[config.mk]
export PLATFORM = sky130hd
export DESIGN_NAME = digit_serial_adder
export DESIGN_NICKNAME = d
export VERILOG_FILES = /design/src/rtl/digit_serial_adder.sv
export SDC_FILE = /design/constraint.sdc
export NUM_CORES = 1
export LEC_CHECK = 0
export ABC_AREA = 1
export CAP_MARGIN = 15
export CORE_MARGIN = 2
export CORE_UTILIZATION = 51
export DETAILED_ROUTE_END_ITERATION = 8
export MAX_ROUTING_LAYER = met4
export PLACE_DENSITY = 0.8
export SLEW_MARGIN = 20
export SYNTH_ARGS = -nofsm -noshare
export SYNTH_HDL_FRONTEND = slang
export SYNTH_SLANG_ARGS = --single-unit
[constraint.sdc]
create_clock -name clk -period 3.36 [get_ports clk]
set_input_delay 0.672 -clock clk [delete_from_list [all_inputs] [get_ports clk]]
set_output_delay 0.672 -clock clk [all_outputs]
set_load 0.02 [all_outputs]
[src/rtl/digit_serial_adder.sv]
// Digit-serial unsigned adder: one 3-bit slice reused per clock, carry held in a register.
// Optional saturation on final carry when DIGIT_SERIAL_ADDER_SAT_EN is defined.
//
// state | meaning
// IDLE  | waiting for operands, in_ready high
// RUN   | adding digit k per cycle, operands frozen
// DONE  | result held, out_valid high until out_ready
module digit_serial_adder #(
   parameter int WIDTH = 12
) (
   input  logic             clk,
   input  logic             rst,
   input  logic             in_valid,
   output logic             in_ready,
   input  logic [WIDTH-1:0] a,
   input  logic [WIDTH-1:0] b,
   input  logic             cin,
   output logic             out_valid,
   input  logic             out_ready,
   output logic [WIDTH-1:0] sum,
   output logic             cout
);
   localparam int NDIG = WIDTH / 3;
   localparam int KW   = (NDIG > 1) ? $clog2(NDIG) : 1;
   localparam logic [KW-1:0] KLAST = KW'(NDIG - 1);

   typedef enum logic [1:0] {IDLE, RUN, DONE} state_t;

   state_t           state, state_nxt;
   logic [WIDTH-1:0] a_q, b_q, sum_q;
   logic             carry_q, cout_q;
   logic [KW-1:0]    k_q;
   logic [2:0]       a_dig, b_dig;
   logic [3:0]       t;
   logic             accept, last;

   assign a_dig  = a_q[3*k_q +: 3];
   assign b_dig  = b_q[3*k_q +: 3];
   assign t      = {1'b0, a_dig} + {1'b0, b_dig} + {3'b000, carry_q};
   assign last   = (k_q == KLAST);
   assign accept = (state == IDLE) && in_valid;
   assign sum    = sum_q;
   assign cout   = cout_q;

   always_ff @(posedge clk or posedge rst) begin
      if (rst) state <= IDLE;
      else     state <= state_nxt;
   end

   always_comb begin
      state_nxt = state;
      in_ready  = 1'b0;
      out_valid = 1'b0;
      case (state)
         IDLE: begin
            in_ready = 1'b1;
            if (in_valid) state_nxt = RUN;
         end
         RUN: begin
            if (last) state_nxt = DONE;
         end
         DONE: begin
            out_valid = 1'b1;
            if (out_ready) state_nxt = IDLE;
         end
         default: state_nxt = IDLE;
      endcase
   end

   // Slices not yet reached in RUN keep whatever the previous operation left there.
   always_ff @(posedge clk or posedge rst) begin
      if (rst) begin
         a_q     <= '0;
         b_q     <= '0;
         sum_q   <= '0;
         carry_q <= 1'b0;
         cout_q  <= 1'b0;
         k_q     <= '0;
      end else if (accept) begin
         a_q     <= a;
         b_q     <= b;
         carry_q <= cin;
         k_q     <= '0;
      end else if (state == RUN) begin
         sum_q[3*k_q +: 3] <= t[2:0];
         carry_q           <= t[3];
         k_q               <= k_q + 1'b1;
         if (last) begin
            cout_q <= t[3];
`ifdef DIGIT_SERIAL_ADDER_SAT_EN
            if (t[3]) sum_q <= '1;
`else
`endif
         end
      end
   end

endmodule

Fig. 1: I/O pins on the die edge
(6 px per um) Pins as bars across the die edge, other pins in gray.
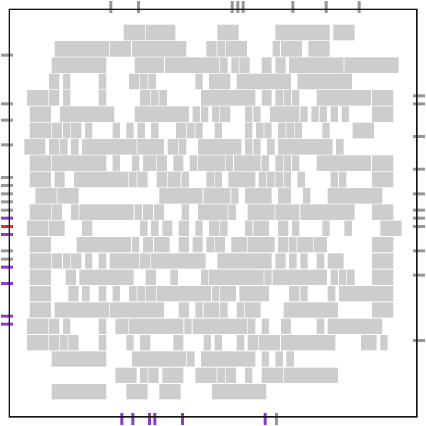
- `in_valid`: red (pins 1; direction input; edge left)
- `b`: purple (pins 12; direction input; edge 6 left, 6 bottom)

==> impl_metrics.yaml <==
# implementation run metrics
run_status:
  outcome: "finished, final reports clean"
grt:
  busiest_layer: "met2"
  met1_usage_pct: 26.8
  grt_max_degree: 43
  gr-usage-met2_pct: 35.8
  grt_pass1_wl_mm: 7.27
  grt_usage_pct: 22.1
  grt_antenna_before_repair: 0
  overflow: 0
worst_setup_path:
  r2r_end: "sum[10]"
  slowest_stage: "dfrtp_1"
  path_cells: "inv_1 -> o21ai_0 -> o22ai_1 -> fa_1 -> inv_1 -> fa_1 -> nor2_1 -> nand2_1 -> o21ai_1"
  cp-start-kind: "register"
  crit_type: "register to register"
  r2r_start: "k_q[0]"
  crit_fanout: 15
  critPathTopFamily: "adder cells"
  rr_worst_depth: 9
  arrival_ns: 2.88
  reg2reg_slack_ns: 0.70
  crit_start: "k_q[0]"
  required_ns: 3.57
  slowest_delay_ns: 0.61
floorplan:
  die_h_um: 67.7
  ios: 44
  fp.dieW_um: 67.7
  die_area_mm2: 0.00458
sta:
  setup_viol: 0
  setup_tns_ns: 0
  slew_headroom_pct: 63.6
  final_hold_viol_count: 0
  worst_slew_pin_slew_ns: 0.543
  rsz0062_at_grt: "no"
  slew_violations: 0
  setup_ws_ns: 0.695
  finalClockSkew_ns: 0.00195
  clock.fmax_mhz: 375
synthesis:
  ys_chip_area_mm2: 0.00207
  synthesis.nets: 293
  synth_flops: 42
  ys_warn_count: 0
  synthesis.area_mm2: 0.00207
  top_area_cell: "dfrtp_1"
  ys_seq_share_pct: 50.8
  avgSynthCellArea_um2: 8.14
  area_leaders: "dfrtp_1 51%, nand2_1 15%, nand3_1 6.3%, ha_1 4.8%, inv_1 3.8%"
  yosys_cells: 254
  ys_types: 21
cells_and_area:
  nonClkBufAreaFrac_pct: 17.5
  num-clock-buffers: 6
  logic_area_um2: 878
  fin_area_mm2: 0.00263
  inv_count: 24
  flop_area_mm2: 0.00105
  comb_cells: 178
  dominant_cells: "registers"
  fillCellCount: 357
  flop-count: 42
  final_cells: 347
  buffers: 47
  final_util_pct: 66.6
  comb_share_pct: 33.5
  final-clk-cell-share_pct: 3.15
placement:
  post-dp-hpwl_mm: 3.04
  place_ws_ns: 0.710
  gp_congestion: 0.845
power:
  power_density_mw_per_mm2: 961
  p_leak_uw: 0.00131
cts:
  cts.sinks: 42
  post-cts-setup-buffer-count: 0
  clockBufferDepth: 2
  cts_tree: "built"
min_path:
  worstHoldStart: "b_q[11]"
  holdPathStages: 2
  whs_endpoint: "b_q[11]"
  min_path_type: "register to register"
drt:
  routed_via_density: 5.05
  drt_iter0_drc: 59
  first_pass_iters: 4
  drc: 0
  wirelength_mm: 4.11
job:
  maxCapViolations: 0
Fig. 2: sequential cells colored by netlist name
(4 px per um) Other sequential cells in the stronger gray, the rest of the logic in the fainter gray.
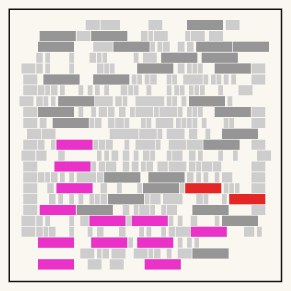
- `state`: red (flops 2)
- `b_q`: magenta (flops 12)

[layer usage]
metal  share of wire [%]  routed length (um)
met1                  44                1830
met2                  49                2030
met3                 4.7                 192
met4                 1.4                  59
met5                   0                   0
[kinds of logic (layout without fill, tap and decap cells)]
family	after synthesis	after routing	synth area share, %
and+or+nand+nor	135	135	27.0
DFF	42	42	50.8
buffers and inverters	34	77	6.71
AOI/OAI and AO/OA	33	33	8.71
adders and majority gates	10	10	6.78
[synthesized netlist by cell type]
| library cell | number |
|---|---|
| nand3b_1 | 1 |
| nor2_1 | 20 |
| o21ai_1 | 4 |
| o31ai_1 | 1 |
| nor2_2 | 1 |
| nor2_4 | 1 |
| a21oi_1 | 9 |
| nand2_2 | 2 |
| o21ai_0 | 13 |
| o211ai_1 | 4 |
| nand3_1 | 26 |
| o22ai_1 | 2 |
| nand2_1 | 84 |
| dfrtp_1 | 42 |
| fa_1 | 2 |
| clkbuf_1 | 1 |
| buf_2 | 9 |
| inv_1 | 21 |
| ha_1 | 8 |
| clkinv_1 | 1 |
| inv_2 | 2 |
[tightest hold or removal path, cell delays in order, from the launching register on]
cell and delay [ns]:
dfrtp_1 0.34, nand2_1 0.05, nand2_1 0.04
[layout by cell type, fill, tap and decap left out, types with 6 or more instances in the layout]
master            n
dfrtp_1          42
ha_1              8
clkbuf_8          6
a21oi_1           9
clkdlybuf4s50_1  43
nand2_1          84
inv_1            21
nand3_1          26
o21ai_0          13
nor2_1           20
[power by group]
group	total [uW]	switching, uW	internal [uW]
Sequential	870	147	723
Combinational	1350	828	517
Clock	307	149	158
Total	2520	1120	1400
[state kept, by name, summed over array words and instances (netlist names)]
register	count
a_q	12
b_q	12
carry_q	1
cout	1
k_q	2
state	2
sum	12
Power is estimated from default activity; no workload was simulated.
